**Metal layers overlaid**

Scale bar: 50 um.
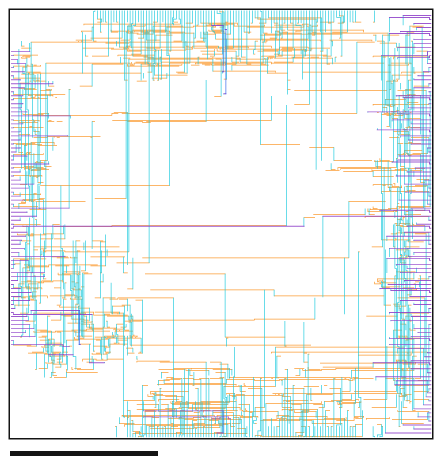
**Clock network drawn from the DEF**

Scale bar: 50 um.
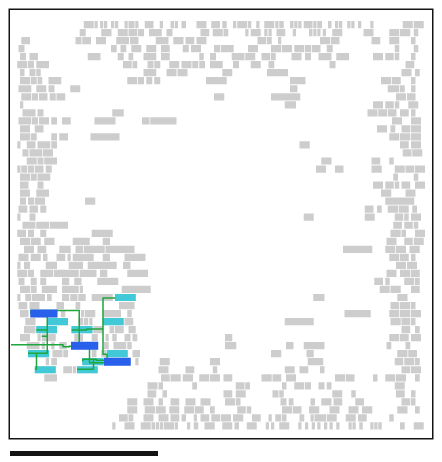
**Sequential cells colored by netlist name**

Other sequential cells in the stronger gray, the rest of the logic in the fainter gray.
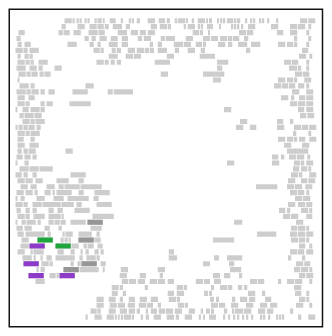
**I/O pins on the die edge**

Pins as bars across the die edge, other pins in gray.
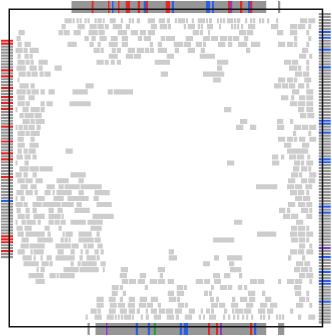
[config.mk]
export PLATFORM = sky130hd
export DESIGN_NAME = dm_port_arbiter
export DESIGN_NICKNAME = d
export VERILOG_FILES = /design/src/rtl/dm_port_arbiter.sv
export SDC_FILE = /design/constraint.sdc
export NUM_CORES = 1
export LEC_CHECK = 0
export ABC_AREA = 0
export CORE_AREA = 2 2 141 143
export DETAILED_ROUTE_END_ITERATION = 8
export DIE_AREA = 0 0 143 145
export SLEW_MARGIN = 25
export SYNTH_ARGS = -nofsm -noshare
export SYNTH_HDL_FRONTEND = slang
export SYNTH_SLANG_ARGS = --single-unit
[constraint.sdc]
create_clock -name clk -period 3.15 [get_ports clk]
set_input_delay 0.945 -clock clk [delete_from_list [all_inputs] [get_ports clk]]
set_output_delay 0.945 -clock clk [all_outputs]
set_load 0.01 [all_outputs]
[src/rtl/dm_port_arbiter.sv]
// rtl/dm_port_arbiter.sv - data-memory port arbiter between CPU MEM stage and DMA master
//
// Grants one word transaction per cycle on the data-memory port. The CPU wins
// contention unless DMA has been starved for STARVE_LIMIT cycles or holds the
// port through a locked burst of at most MAX_BURST grants.
//
// Optional feature: define DM_ARB_STATS_EN to build the stall/grant counters.
//
// Ports:
//   clk, reset                  clock, synchronous active-high reset
//   cpu_req/kill/addr/we/wdata  MEM-stage access request (kill masks req)
//   cpu_rdata, cpu_stall        read word to MEM stage, pipeline freeze
//   dma_req/lock/addr/we/wdata  DMA access request, lock holds the port
//   dma_gnt, dma_rdata          DMA accepted this cycle, read word to DMA
//   mem_addr/we/wdata/rdata     DM bridge side (rdata is combinational)
//   stat_cpu_stall/dma_gnt      event counters (0 unless DM_ARB_STATS_EN)

module dm_port_arbiter #(
  parameter int STARVE_LIMIT = 4,
  parameter int MAX_BURST    = 8
) (
  input  logic        clk,
  input  logic        reset,
  input  logic        cpu_req,
  input  logic        cpu_kill,
  input  logic [29:0] cpu_addr,
  input  logic [3:0]  cpu_we,
  input  logic [31:0] cpu_wdata,
  output logic [31:0] cpu_rdata,
  output logic        cpu_stall,
  input  logic        dma_req,
  input  logic        dma_lock,
  input  logic [29:0] dma_addr,
  input  logic [3:0]  dma_we,
  input  logic [31:0] dma_wdata,
  output logic        dma_gnt,
  output logic [31:0] dma_rdata,
  output logic [29:0] mem_addr,
  output logic [3:0]  mem_we,
  output logic [31:0] mem_wdata,
  input  logic [31:0] mem_rdata,
  output logic [31:0] stat_cpu_stall,
  output logic [31:0] stat_dma_gnt
);

  localparam logic [3:0] STARVE_MAX = 4'(STARVE_LIMIT);
  localparam logic [3:0] BURST_LAST = 4'(MAX_BURST - 1);

  typedef enum logic [1:0] {S_CPU, S_DMA, S_BURST} state_t;

  state_t     state, state_next;
  logic [3:0] starve_cnt, starve_next;
  logic [3:0] burst_cnt, burst_next;
  logic       creq;
  logic       cpu_gnt;

  assign creq = cpu_req & ~cpu_kill;

  // No grant while reset is high, so a burst cut by reset never commits a
  // write on the cycle that reset is sampled.
  always_comb begin
    cpu_gnt = 1'b0;
    dma_gnt = 1'b0;
    if (!reset) begin
      if (creq && dma_req) begin
        if (state == S_CPU) cpu_gnt = 1'b1;
        else                dma_gnt = 1'b1;
      end else begin
        cpu_gnt = creq;
        dma_gnt = dma_req;
      end
    end
  end

  assign cpu_stall = creq & ~cpu_gnt;
  assign cpu_rdata = cpu_gnt ? mem_rdata : 32'd0;
  assign dma_rdata = dma_gnt ? mem_rdata : 32'd0;

  always_comb begin
    mem_addr  = 30'd0;
    mem_we    = 4'd0;
    mem_wdata = 32'd0;
    if (cpu_gnt) begin
      mem_addr  = cpu_addr;
      mem_we    = cpu_we;
      mem_wdata = cpu_wdata;
    end else if (dma_gnt) begin
      mem_addr  = dma_addr;
      mem_we    = dma_we;
      mem_wdata = dma_wdata;
    end
  end

  always_comb begin
    state_next  = state;
    starve_next = starve_cnt;
    burst_next  = burst_cnt;
    if (dma_gnt && dma_lock && (burst_cnt < BURST_LAST)) begin
      state_next  = S_BURST;
      burst_next  = burst_cnt + 4'd1;
      starve_next = 4'd0;
    end else if (dma_gnt) begin
      // Unlocked grant or burst cap reached: a waiting CPU wins next cycle.
      state_next  = S_CPU;
      burst_next  = 4'd0;
      starve_next = 4'd0;
    end else if ((state == S_BURST) && !dma_req) begin
      state_next = S_CPU;
      burst_next = 4'd0;
    end else if (dma_req) begin
      if (starve_cnt < STARVE_MAX) starve_next = starve_cnt + 4'd1;
      if (starve_next >= STARVE_MAX) state_next = S_DMA;
    end
  end

  always_ff @(posedge clk) begin
    if (reset) begin
      state      <= S_CPU;
      starve_cnt <= 4'd0;
      burst_cnt  <= 4'd0;
    end else begin
      state      <= state_next;
      starve_cnt <= starve_next;
      burst_cnt  <= burst_next;
    end
  end

`ifdef DM_ARB_STATS_EN
  logic [31:0] stall_total, gnt_total;

  always_ff @(posedge clk) begin
    if (reset) begin
      stall_total <= 32'd0;
      gnt_total   <= 32'd0;
    end else begin
      if (cpu_stall) stall_total <= stall_total + 32'd1;
      if (dma_gnt)   gnt_total   <= gnt_total + 32'd1;
    end
  end

  assign stat_cpu_stall = stall_total;
  assign stat_dma_gnt   = gnt_total;
`else
  assign stat_cpu_stall = 32'd0;
  assign stat_dma_gnt   = 32'd0;
`endif

endmodule

==> results.sh <==
# implementation run metrics
export IMPL_dieWidth_um=143
export IMPL_numCtsBuffers=3
export IMPL_warning_count=28
export IMPL_ys_cells=270
export IMPL_yosysWarnings=0
export IMPL_outcome="finished with violations"
export IMPL_grt_pass1_vias=2983
export IMPL_htreeDepth=1
export IMPL_top_cell_area_share_pct=28.0
export IMPL_crit_fanout=4
export IMPL_violations="negative setup slack"
export IMPL_ff2ff_setup_slack_ps=1050
export IMPL_placed_area_um2=5170
export IMPL_design_area_um2=5550
export IMPL_synth_top_cell_by_count="buf_4"
export IMPL_fp_util_pct=10.8
export IMPL_path_class="input port to output port"
export IMPL_internal_power_w=0.000711
export IMPL_chip_area_um2=20700
export IMPL_synth_distinct_cells=30
export IMPL_finalCritPeriodShare_pct=105
export IMPL_crit_end="mem_addr[26]"
export IMPL_drv_slew=0
export IMPL_p_sw_w=0.000314
export IMPL_hold_path_class="flip-flop to flip-flop"
export IMPL_ys_chip_area_um2=2070
export IMPL_layout_setup_ws_ps=-150
export IMPL_grt_pass1_wl_um=18000
export IMPL_io_buffers=301
export IMPL_syn_to_final_growth_pct=169
export IMPL_drive_gt1_share_pct=23.5
export IMPL_syn_avg_cell_area_um2=7.65
export IMPL_ioPinCount=366
export IMPL_r2r_end="burst_cnt[3]"
export IMPL_pre_cts_slack_ps=-692
export IMPL_wirelength_um=13700
export IMPL_edf_count=0
export IMPL_synth_area_um2=2070
export IMPL_gr_total_overflow=0
export IMPL_synthTopCellsByArea="a22o_1 28%, buf_4 25%, and2_1 19%, dfxtp_1 9.7%, buf_2 2.4%"
export IMPL_final_cells=861
export IMPL_seq_area_frac_synth_pct=9.69
export IMPL_p_sw_share_pct=30.6
export IMPL_top_area_cell="a22o_1"
export IMPL_setup_violations_final=16
export IMPL_cts_tree="yes"
export IMPL_hold_ws_ps=494
export IMPL_critPathLaunch="cpu_kill"
export IMPL_leakagePower_nw=3.02
Back to the opening pictures, 'metal layers overlaid':
- metal 2: cyan (wire length 6650 um)
- metal 4: blue (wire length 56.4 um)
- metal 3: purple (wire length 1420 um)
- metal 1: orange (wire length 5540 um)
overall routing resource usage: 11.2%
Vias: 3061

Back to the opening pictures, 'clock network drawn from the DEF':
- flip-flops: cyan (count 10)
- clock drivers: blue (count 3)
- clock wires: green (length 159 um)
- flops lie: lower left
- routed clock nets: 4
clk ins delay skew pair: 240 ps
Clk pwr share: 24.6%
Clock net power: 0.000252 W
clk_skew: 4.25 ps

Back to the opening pictures, 'sequential cells colored by netlist name':
- starve_cnt: purple (flops 4; where lower left)
- state: green (flops 2)
- not colored: 4
P_seq: 0.000133 W
Core Util, Final: 28.9%
flop share of the area: 3.61%

Back to the opening pictures, 'I/O pins on the die edge':
- mem_addr: blue (pins 30; direction output; edge 16 right, 7 top, 6 bottom, 1 left)
- mem_we: purple (pins 4; direction output; edge 2 bottom, 1 right, 1 top)
- dma_lock: green (pins 1; direction input; edge bottom)
- cpu_rdata: red (pins 32; direction output; edge 17 left, 12 top, 3 bottom)
- all pins by edge: 105 right, 98 top, 89 bottom, 74 left

==> power by group through the flow <==
stage | Sequential (W) | Combinational (W) | Clock (W)
floorplan | 0.000135 | 0.000256 | 0
global placement | 0.000135 | 0.000600 | 0
detailed placement | 0.000136 | 0.000600 | 0
CTS | 0.000133 | 0.000634 | 0.000255
global route | 0.000134 | 0.000685 | 0.000262
finish | 0.000133 | 0.000639 | 0.000252
==> state kept, by name (all words and copies together), names as in the netlist <==
name        count
starve_cnt      4
state           2
burst_cnt       4
==> worst min path at each step <==
stage                        startpoint  depth (start not counted)            end
after floorplan           starve_cnt[3]                          2  starve_cnt[3]
after global placement    starve_cnt[3]                          2  starve_cnt[3]
after detailed placement  starve_cnt[3]                          2  starve_cnt[3]
after CTS                 starve_cnt[3]                          2  starve_cnt[3]
after global routing      starve_cnt[3]                          2  starve_cnt[3]
final                     starve_cnt[3]                          2  starve_cnt[3]
==> cells in the final DEF, fill, tap and decap left out, types with 2 or more instances in the layout <==
cell,count
a22o_1,64
ha_1,2
buf_2,64
a21oi_1,8
buf_6,8
nor3_4,2
dfxtp_1,10
clkbuf_2,11
dlymetal6s2s_1,26
nand3_1,2
nor2_1,5
buf_12,11
clkbuf_16,5
and2_1,63
or3b_1,2
buf_8,4
buf_16,8
conb_1,64
clkdlybuf4s50_1,165
inv_1,2
buf_4,16
nor3_1,2
a22o_4,2
dlygate4sd2_1,24
inv_2,2
clkdlybuf4s15_1,5
nand2_1,2
==> logic make-up after synthesis <==
family	Yosys count	share of synthesized area, %
other cells	1	0.182
flops	10	9.69
simple gates	83	26.1
mux	1	0.485
fa+ha+maj	2	1.21
xor+xnor	1	0.424
compound gates	81	32.4
buf+inv	91	29.5
==> per-stage QoR <==
| stage | total power (W) | TNS (ps) |
|---|---|---|
| final | 0.00102 | -822 |
| after floorplan | 0.000391 | 0 |
| after detailed placement | 0.000736 | -79700 |
| after CTS | 0.00102 | -6580 |
| after global placement | 0.000735 | -78550 |
| after global routing | 0.00108 | -1950 |
==> critical path: stages <==
cell,delay [ps]
buf_6,100
nor4b_4,280
nor3_4,70
buf_12,140
buf_12,120
buf_16,120
buf_12,120
buf_8,110
a22o_4,230
buf_6,130
==> metal layers <==
layer | vias to the layer above | GRT usage (%) | part of all wire (%)
met5 | - | 0 | 0
met4 | 0 | 0.545 | 0.41
met1 | 1373 | 13.6 | 41
li1 | 1485 | - | -
met2 | 195 | 20.6 | 49
met3 | 8 | 3.20 | 10
==> layout make-up <==
cell class | count | share of cell area (%)
Clock buffer | 4 | 1.60
Antenna cell | 1 | 0.0451
Multi-Input combinational cell | 232 | 27.5
Sequential cell | 10 | 3.61
Timing Repair Buffer | 344 | 60.8
Inverter | 5 | 0.473
Tap cell | 265 | 5.97
==> what timing repair did <==
item                       4_1_cts  5_1_grt
setup endpoints to repair      132       68
resized                        334       68
setup buffers                   18        9
pin swaps                        3        7
gates cloned                     8        4
Power is estimated from default activity; no workload was simulated.
